===== src/rtl/vga_sync_gen_if.sv =====
// vga_sync_gen_if: raster-timing bus between the sync generator and the
// game's pixel-colour logic.
//
// Ports / members:
//   ena          run enable into the generator (low freezes all timing state)
//   h, v         current pixel column / line
//   hsync, vsync sync outputs at their configured polarity
//   visible      inside the active picture area
//   col0, row0   h==0 / v==0 debug strobes
//   line_start   one-clock pulse when a new line begins
//   frame_start  one-clock pulse when a new frame begins
//   frame_count  completed-frame counter
//
// Modports: master = the generator, slave = the consumer that drives ena.
interface vga_sync_gen_if #(
  parameter int HW         = 10,
  parameter int VW         = 10,
  parameter int FRAME_BITS = 8
);
  logic                  ena;
  logic [HW-1:0]         h;
  logic [VW-1:0]         v;
  logic                  hsync;
  logic                  vsync;
  logic                  visible;
  logic                  col0;
  logic                  row0;
  logic                  line_start;
  logic                  frame_start;
  logic [FRAME_BITS-1:0] frame_count;

  modport master (
    input  ena,
    output h, v, hsync, vsync, visible, col0, row0,
           line_start, frame_start, frame_count
  );

  modport slave (
    output ena,
    input  h, v, hsync, vsync, visible, col0, row0,
           line_start, frame_start, frame_count
  );
endinterface


===== src/rtl/vga_sync_gen.sv =====
// vga_sync_gen: parametrised VGA raster timing generator.
//
// Counts pixels (h) and lines (v) at a pixel rate of clk/CLK_DIV while ena is
// high, and decodes sync, visible-area and start-of-line/frame strobes from
// the counters. Every output is a flop; decoded levels are computed from the
// next-state counters so they line up with the registered h/v.
//
// Ports:
//   clk    system clock
//   rst_n  asynchronous active-low reset
//   bus    vga_sync_gen_if.master (ena in; h, v, hsync, vsync, visible,
//          col0, row0, line_start, frame_start, frame_count out)
//
// The interface instance must be built with HW = clog2(H_TOTAL),
// VW = clog2(V_TOTAL) and the same FRAME_BITS.
module vga_sync_gen #(
  parameter int H_VIEW     = 640,
  parameter int H_FRONT    = 16,
  parameter int H_SYNC     = 96,
  parameter int H_BACK     = 48,
  parameter int V_VIEW     = 480,
  parameter int V_FRONT    = 10,
  parameter int V_SYNC     = 2,
  parameter int V_BACK     = 33,
  parameter bit H_SYNC_POL = 1'b0,
  parameter bit V_SYNC_POL = 1'b0,
  parameter int CLK_DIV    = 1,
  parameter int FRAME_BITS = 8
) (
  input  logic             clk,
  input  logic             rst_n,
  vga_sync_gen_if.master   bus
);

  localparam int H_TOTAL = H_VIEW + H_FRONT + H_SYNC + H_BACK;
  localparam int V_TOTAL = V_VIEW + V_FRONT + V_SYNC + V_BACK;
  localparam int HW      = $clog2(H_TOTAL);
  localparam int VW      = $clog2(V_TOTAL);
  localparam int PW      = (CLK_DIV > 1) ? $clog2(CLK_DIV) : 1;

  localparam logic [HW-1:0] H_LAST     = HW'(H_TOTAL - 1);
  localparam logic [HW-1:0] H_ONE      = HW'(1);
  localparam logic [HW-1:0] H_VIS      = HW'(H_VIEW);
  localparam logic [HW-1:0] HS_FIRST   = HW'(H_VIEW + H_FRONT);
  localparam logic [HW-1:0] HS_LAST    = HW'(H_VIEW + H_FRONT + H_SYNC - 1);
  localparam logic [VW-1:0] V_LAST     = VW'(V_TOTAL - 1);
  localparam logic [VW-1:0] V_ONE      = VW'(1);
  localparam logic [VW-1:0] V_VIS      = VW'(V_VIEW);
  localparam logic [VW-1:0] VS_FIRST   = VW'(V_VIEW + V_FRONT);
  localparam logic [VW-1:0] VS_LAST    = VW'(V_VIEW + V_FRONT + V_SYNC - 1);
  localparam logic [PW-1:0] PRE_LAST   = PW'(CLK_DIV - 1);
  localparam logic [PW-1:0] PRE_ONE    = PW'(1);
  localparam logic [FRAME_BITS-1:0] FC_ONE = FRAME_BITS'(1);

  // Reject degenerate timings at elaboration so a bad parameter set never
  // silently produces a broken raster.
  if (H_VIEW < 1 || H_FRONT < 1 || H_SYNC < 1 || H_BACK < 1 ||
      V_VIEW < 1 || V_FRONT < 1 || V_SYNC < 1 || V_BACK < 1 ||
      CLK_DIV < 1 || FRAME_BITS < 1) begin : g_bad_params
    $fatal(1, "vga_sync_gen: every width, CLK_DIV and FRAME_BITS must be >= 1");
  end

  logic [PW-1:0]         pre_q, pre_d;
  logic [HW-1:0]         h_q, h_d;
  logic [VW-1:0]         v_q, v_d;
  logic [FRAME_BITS-1:0] fc_q, fc_d;
  logic                  hsync_q, hsync_d;
  logic                  vsync_q, vsync_d;
  logic                  visible_q, visible_d;
  logic                  col0_q, col0_d;
  logic                  row0_q, row0_d;
  logic                  line_start_q, line_start_d;
  logic                  frame_start_q, frame_start_d;
  logic                  tick;

  // Next-state counters and decode. Levels are decoded from h_d/v_d rather
  // than the current counters so they change on the same edge as h/v; when
  // nothing ticks h_d==h_q and the levels simply hold. vsync only moves when
  // v does, which is only on an h wrap, so it is line-granular for free.
  always_comb begin
    pre_d         = pre_q;
    h_d           = h_q;
    v_d           = v_q;
    fc_d          = fc_q;
    line_start_d  = 1'b0;
    frame_start_d = 1'b0;
    tick          = bus.ena && (pre_q == PRE_LAST);

    if (bus.ena) begin
      pre_d = (pre_q == PRE_LAST) ? '0 : pre_q + PRE_ONE;
    end

    if (tick) begin
      if (h_q == H_LAST) begin
        h_d          = '0;
        line_start_d = 1'b1;
        if (v_q == V_LAST) begin
          v_d           = '0;
          frame_start_d = 1'b1;
          fc_d          = fc_q + FC_ONE;
        end else begin
          v_d = v_q + V_ONE;
        end
      end else begin
        h_d = h_q + H_ONE;
      end
    end

    hsync_d   = (h_d >= HS_FIRST && h_d <= HS_LAST) ? H_SYNC_POL : ~H_SYNC_POL;
    vsync_d   = (v_d >= VS_FIRST && v_d <= VS_LAST) ? V_SYNC_POL : ~V_SYNC_POL;
    visible_d = (h_d < H_VIS) && (v_d < V_VIS);
    col0_d    = (h_d == '0);
    row0_d    = (v_d == '0);
  end

  // State and output registers. Reset values match the decode of h=v=0.
  always_ff @(posedge clk or negedge rst_n) begin
    if (!rst_n) begin
      pre_q         <= '0;
      h_q           <= '0;
      v_q           <= '0;
      fc_q          <= '0;
      hsync_q       <= ~H_SYNC_POL;
      vsync_q       <= ~V_SYNC_POL;
      visible_q     <= 1'b1;
      col0_q        <= 1'b1;
      row0_q        <= 1'b1;
      line_start_q  <= 1'b0;
      frame_start_q <= 1'b0;
    end else begin
      pre_q         <= pre_d;
      h_q           <= h_d;
      v_q           <= v_d;
      fc_q          <= fc_d;
      hsync_q       <= hsync_d;
      vsync_q       <= vsync_d;
      visible_q     <= visible_d;
      col0_q        <= col0_d;
      row0_q        <= row0_d;
      line_start_q  <= line_start_d;
      frame_start_q <= frame_start_d;
    end
  end

  assign bus.h           = h_q;
  assign bus.v           = v_q;
  assign bus.hsync       = hsync_q;
  assign bus.vsync       = vsync_q;
  assign bus.visible     = visible_q;
  assign bus.col0        = col0_q;
  assign bus.row0        = row0_q;
  assign bus.line_start  = line_start_q;
  assign bus.frame_start = frame_start_q;
  assign bus.frame_count = fc_q;

endmodule


===== src/flat_wrapper.sv =====
// flat-port wrapper written by rule: the top's interface ports become plain ports
module vga_sync_gen_flat 
#(
  parameter int H_VIEW     = 640,
  parameter int H_FRONT    = 16,
  parameter int H_SYNC     = 96,
  parameter int H_BACK     = 48,
  parameter int V_VIEW     = 480,
  parameter int V_FRONT    = 10,
  parameter int V_SYNC     = 2,
  parameter int V_BACK     = 33,
  parameter bit H_SYNC_POL = 1'b0,
  parameter bit V_SYNC_POL = 1'b0,
  parameter int CLK_DIV    = 1,
  parameter int FRAME_BITS = 8
)
  (clk, rst_n, bus_ena, bus_h, bus_v, bus_hsync, bus_vsync, bus_visible, bus_col0, bus_row0, bus_line_start, bus_frame_start, bus_frame_count);
  vga_sync_gen_if #(.HW(10), .VW(3), .FRAME_BITS(FRAME_BITS)) bus_i ();
  input  logic clk;
  input  logic rst_n;
  input wire logic [$bits(bus_i.ena)-1:0] bus_ena;
  output wire logic [$bits(bus_i.h)-1:0] bus_h;
  output wire logic [$bits(bus_i.v)-1:0] bus_v;
  output wire logic [$bits(bus_i.hsync)-1:0] bus_hsync;
  output wire logic [$bits(bus_i.vsync)-1:0] bus_vsync;
  output wire logic [$bits(bus_i.visible)-1:0] bus_visible;
  output wire logic [$bits(bus_i.col0)-1:0] bus_col0;
  output wire logic [$bits(bus_i.row0)-1:0] bus_row0;
  output wire logic [$bits(bus_i.line_start)-1:0] bus_line_start;
  output wire logic [$bits(bus_i.frame_start)-1:0] bus_frame_start;
  output wire logic [$bits(bus_i.frame_count)-1:0] bus_frame_count;
  assign bus_i.ena = bus_ena;
  assign bus_h = bus_i.h;
  assign bus_v = bus_i.v;
  assign bus_hsync = bus_i.hsync;
  assign bus_vsync = bus_i.vsync;
  assign bus_visible = bus_i.visible;
  assign bus_col0 = bus_i.col0;
  assign bus_row0 = bus_i.row0;
  assign bus_line_start = bus_i.line_start;
  assign bus_frame_start = bus_i.frame_start;
  assign bus_frame_count = bus_i.frame_count;
  vga_sync_gen #(.H_VIEW(H_VIEW), .H_FRONT(H_FRONT), .H_SYNC(H_SYNC), .H_BACK(H_BACK), .V_VIEW(V_VIEW), .V_FRONT(V_FRONT), .V_SYNC(V_SYNC), .V_BACK(V_BACK), .H_SYNC_POL(H_SYNC_POL), .V_SYNC_POL(V_SYNC_POL), .CLK_DIV(CLK_DIV), .FRAME_BITS(FRAME_BITS)) u_core (.clk(clk), .rst_n(rst_n), .bus(bus_i));
endmodule

===== config.mk =====
export PLATFORM = sky130hd
export DESIGN_NAME = vga_sync_gen_flat
export DESIGN_NICKNAME = d
export VERILOG_FILES = /design/src/rtl/vga_sync_gen_if.sv /design/src/rtl/vga_sync_gen.sv /design/src/flat_wrapper.sv
export SDC_FILE = /design/constraint.sdc
export NUM_CORES = 1
export LEC_CHECK = 0
export ABC_AREA = 1
export CORE_AREA = 2 2 67 63
export DETAILED_ROUTE_END_ITERATION = 10
export DIE_AREA = 0 0 69 65
export PLACE_DENSITY = 0.88
export SETUP_SLACK_MARGIN = 0.2
export SKIP_CTS_REPAIR_TIMING = 1
export SLEW_MARGIN = 40
export SYNTH_ARGS = -nofsm -noshare
export SYNTH_HDL_FRONTEND = slang
export SYNTH_SLANG_ARGS = --single-unit

===== constraint.sdc =====
create_clock -name clk -period 2 [get_ports clk]
set_clock_uncertainty 0.1 [all_clocks]
set_input_delay 0.4 -clock clk [delete_from_list [all_inputs] [get_ports clk]]
set_output_delay 0.4 -clock clk [all_outputs]
set_load 0.01 [all_outputs]

### Gate-type map, run 1

Scale: 6 px per um.
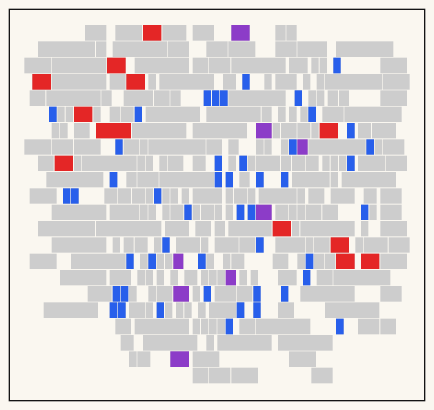
legend:
  inv cells:
    color: blue
    cells: 47
    most_used: inv_1
  aoi and oai cells:
    color: purple
    cells: 8
  xor and xnor cells:
    color: red
    cells: 12
    most_used: xor2_1

### Congestion heat map, run 1

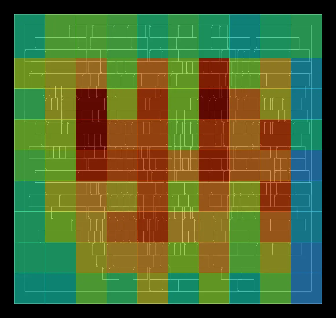
grt met3 use: 4.199%
routed length per instance: 13.96 um
M1 GR Usage: 24.03%

==> job_summary.md, run 1 <==
### Yosys + OpenROAD results

| Metric | Value |
|---|---|
| Worst hold path class | reg -> reg |
| Total power draw | 2203 uW |
| Htree depth | 2 |
| Global route overflow | 0 |
| Clk Latency, worst-skew pair | 0.30 ns |
| Floorplan Utilization | 50.45% |
| Syn nets | 256 |
| Leakage | between 0.0015 and 0.002 uW |
| DR iter-0 viols | about 140 |
| Core ar. | roughly 3900 um2 |
| OpenROAD warning count | 28 |
| First-pass GRT wire length | 6824 um |
| Clk slew on worst S/H paths | 0.07 ns |
| Distinct cells, synth | 27 |
| Largest net degree at the start of global routing | 36 |
| Final cell count without fillers | 358 |
| Final max-slew violation count | 0 |
| Routed wl met2 | 2615 um |
| Fraction of layout cells with a size suffix above 1 | around 27% |
| Total die area | between 4000 and 5000 um2 |
| Status | completed |
| Max_cap viols | 0 |
| Most used cell, CP | nand2_1 |
| Worst-Margin Slew | 0.4308 ns |
| Cts bufs inserted | 5 |
| Clock buffer depth | 2 |
| DP HPWL | 2999 um |
| Power Density | 798.6 nW/um2 |
| Ys Warns | 0 |
| Yosys cell count | 249 |
| Final setup fails | 0 |
| Buffer-and-inverter tally for the worst setup path | 2 |
### Clock distribution, run 1

Scale: 6 px per um.
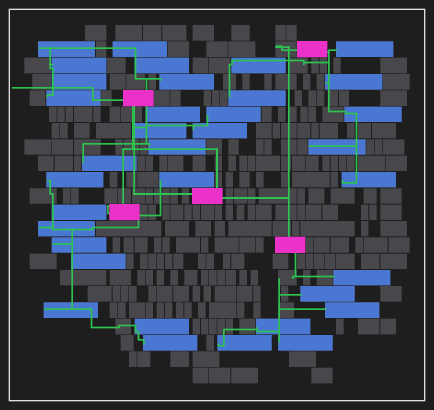
legend:
  clock wires:
    color: green
    length: 421 um
  clock-net drivers:
    color: magenta
    count: 5
  flip-flops:
    color: blue
    count: 35
flops lie: all over the die
routed clock nets: 6

[run 1: path summary, 6_finish.rpt]
check	from	endpoint	slack [ns]	cells after the start
max	u_core.bus.h[0]	u_core.bus.vsync	0.06	12
max in group asynchronous	rst_n	u_core.bus.row0	1.06	2
min in group asynchronous	rst_n	u_core.v_q[2]	0.40	2
min	u_core.bus.frame_count[7]	u_core.bus.frame_count[7]	0.38	1
max reg2reg	u_core.bus.h[0]	u_core.bus.vsync	0.06	12
min reg2reg	u_core.bus.frame_count[7]	u_core.bus.frame_count[7]	0.38	1
[run 1: synthesized netlist by cell type]
| cell type | instances |
|---|---|
| o211ai_1 | 1 |
| nand2_1 | 67 |
| inv_1 | 46 |
| nor2_8 | 1 |
| nand2_4 | 1 |
| nor2_2 | 2 |
| ha_1 | 4 |
| nor3_1 | 1 |
| a21oi_1 | 1 |
| inv_2 | 1 |
| o21ai_1 | 1 |
| nor2_1 | 33 |
| dfrtp_1 | 30 |
| or2_2 | 1 |
| dfstp_2 | 5 |
| xnor2_1 | 3 |
| o21ai_0 | 3 |
| buf_4 | 4 |
| nand3_2 | 2 |
| nand2_2 | 1 |
| o21bai_1 | 2 |
| xor2_1 | 9 |
| nand3_1 | 20 |
| nor3_2 | 1 |
| nor4_4 | 1 |
| nor2_4 | 3 |
| nand4_1 | 5 |
[run 1: routing by layer]
metal  up-vias  GRT usage [%]
met5         -              0
met4         0          9.069
met3        15          4.199
met2        57          32.81
met1       860          24.03
li1        875              -
[run 1: logic make-up (layout without fill, tap and decap cells)]
group	Yosys count	after routing	share of synthesized area, %
simple gates	139	140	33.59
buf+inv	51	111	10.62
flops	35	35	45.37
xor+xnor	12	12	5.406
compound gates	8	8	2.445
fa+ha+maj	4	4	2.574
[run 1: flip-flops by register name, summed over array words and instances (netlist names)]
signal,cells
u_core.bus.vsync,1
u_core.bus.visible,1
u_core.bus.frame_start,1
u_core.bus.col0,1
u_core.bus.hsync,1
u_core.bus.row0,1
u_core.bus.h,10
u_core.bus.frame_count,8
u_core.bus.line_start,1
u_core.v_q,10
[run 1: layout make-up]
class                      instances  area (um2)  area share [%]
clock inverter                     3       47.55           1.723
tap                               48       60.06           2.177
sequential                        35       888.4           32.20
inverter                          47       176.4           6.395
multi-input combinational        164       987.2           35.78
clock buffer                       5       68.82           2.494
timing repair buffer              56       530.5           19.23
[run 1: metrics by stage]
step | utilization [%] | setup TNS (ns) | instance area [um2]
2_1_floorplan | - | 0 | 1944
3_3_place_gp | 61.36 | -0.5505 | 2365
3_5_place_dp | 61.36 | -0.9030 | 2365
4_1_cts | 64.38 | 0 | 2481
5_1_grt | 71.59 | -0.2861 | 2759
6_report | 71.59 | 0 | 2759
[run 1: where the power goes]
group          leakage [uW]  switching [uW]  internal, uW  total, uW
logic               0.00106             335           308        643
registers          0.000403             117           790        907
clock network     0.0000587             276           377        653
==> inputs of run 2 (changes only) <==
ABC_CLOCK_PERIOD_IN_PS = 2000   (was unset)
### Clock distribution, run 2

Scale: 6 px per um.
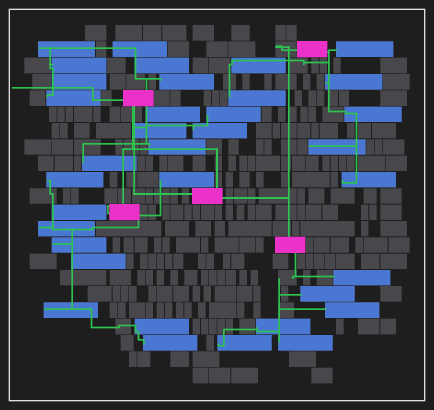
legend:
  clock wires:
    color: green
    length: 421 um
  clock-net drivers:
    color: magenta
    count: 5
  flip-flops:
    color: blue
    count: 35
routed clock nets: 6
flops lie: all over the die

==> job_summary.md, run 2 <==
### Yosys + OpenROAD results

| Metric | Value |
|---|---|
| Worst-Margin Slew | 0.4308 ns (unchanged) |
| Worst r2r src | u_core.bus.h[0] |
| Total power draw | 2203 uW (unchanged) |
| Fraction of layout cells with a size suffix above 1 | 27.42% (unchanged) |
| Htree depth | 2 (unchanged) |
| Clk slew on worst S/H paths | 0.07 ns (about the same) |
| Most used cell, CP | nand2_1 |
| Max_cap viols | 0 (unchanged) |
| Clk Latency, worst-skew pair | 0.30 ns (about the same) |
| R2r setup slk | 0.06 ns (about the same) |
| Hold Path Depth | 1 (unchanged) |
| Fraction of registers with async set/reset | 100.0% (unchanged) |
| Clock buffer depth | 2 (unchanged) |
| Post-Synth AOI/OAI Area | 2.445% (unchanged) |
| Distinct cells, synth | 27 (unchanged) |
| Worst r2r dst | u_core.bus.vsync |
| Routed length per instance | 13.96 um (unchanged) |
| Ys Warns | 0 (unchanged) |
| Logic area | 987.2 um2 (unchanged) |
| Logic family by area | simple AND/OR/NAND/NOR gates |
| Adder Share, Synth | 2.574% (unchanged) |
| Status | completed |
| Largest net degree at the start of global routing | 36 (unchanged) |
| XOR Share, Synth | 5.405% (unchanged) |
| Seq. cell area | 888.4 um2 (unchanged) |
| Main flop type | dfrtp_1 |
| Reg2reg path depth | 12 (unchanged) |
| Global route overflow | 0 (unchanged) |
| Yosys top cell by instances | nand2_1 |
| WHS Endpoint | u_core.bus.frame_count[7] |
| OpenROAD warning count | 28 (unchanged) |
| Worst hold start | u_core.bus.frame_count[7] |
| Final max-slew violation count | 0 (unchanged) |
| Setup TNS | 0 ns (unchanged) |
| Post-synth top cells | nand2_1, inv_1, nor2_1 |
| Cts bufs inserted | 5 (unchanged) |
| Final cell count without fillers | 358 (unchanged) |
| Leakage | 0.001521 uW (unchanged) |
| DR iter-0 viols | 144 (unchanged) |
| Total die area | 4485 um2 (unchanged) |
| Post-synth EDFFs | 0 (unchanged) |
| MUX area fraction | 0% (unchanged) |
| Yosys cell count | 249 (unchanged) |
| Worst hold path class | reg -> reg |
| Power Density | 798.6 nW/um2 (unchanged) |
-- run 2: cell counts in the layout (fill, tap and decap cells not counted) --
Identical to the previous run, type by type.
-- run 2: power breakdown --
| part | leakage [uW] | internal [uW] | switching (uW) |
|---|---|---|---|
| Clock | 0.0000587 | 377 | 276 |
| Combinational | 0.00106 | 308 | 335 |
| Sequential | 0.000403 | 790 | 117 |
-- run 2: through the flow --
| stage | util, % | cell area [um2] |
|---|---|---|
| 5_1_grt | 71.59 | 2759 |
| 2_1_floorplan | - | 1944 |
| 6_report | 71.59 | 2759 |
| 3_5_place_dp | 61.36 | 2365 |
| 4_1_cts | 64.38 | 2481 |
| 3_3_place_gp | 61.36 | 2365 |
-- run 2: how the worst max path moves through the flow --
stage,cells past startpoint,start,slack (ns),to
after floorplan,9,u_core.bus.h[0],0.25,u_core.bus.frame_count[6]
after global placement,10,bus_ena,-0.14,u_core.bus.visible
after detailed placement,10,bus_ena,-0.21,u_core.bus.visible
after CTS,10,bus_ena,0.1,u_core.bus.visible
after global routing,12,u_core.bus.h[0],-0.1,u_core.bus.vsync
final,12,u_core.bus.h[0],0.06,u_core.bus.vsync
-- run 2: layer usage --
layer  GRT usage, %  part of all wire [%]  vias to the layer above
met5              0                     0                        -
met2          32.81                    52                       57
met4          9.069                   2.5                        0
li1               -                     -                      875
met1          24.03                    40                      860
met3          4.199                   4.9                       15
-- run 2: cells by family (layout without fill, tap and decap cells) --
group | Yosys count | after routing
buf+inv | 51 | 111
flops | 35 | 35
fa+ha+maj | 4 | 4
xor+xnor | 12 | 12
simple gates | 139 | 140
compound gates | 8 | 8
-- run 2: layout make-up --
type / instances / area share (%)
clock buffers: 5 / 2.494
clock inverters: 3 / 1.723
multi-input cells: 164 / 35.78
flip-flops and latches: 35 / 32.20
inverters: 47 / 6.395
well taps: 48 / 2.177
repair buffers: 56 / 19.23
-- run 2: worst max-delay path: cells and delay by family, from the launching register on --
kind / cells / cell delay [ns]
adders and majority gates: 1 / 0.19
buffers and inverters: 2 / 0.18
DFF: 1 / 0.43
and+or+nand+nor: 9 / 0.96
Power is estimated from default activity; no workload was simulated.
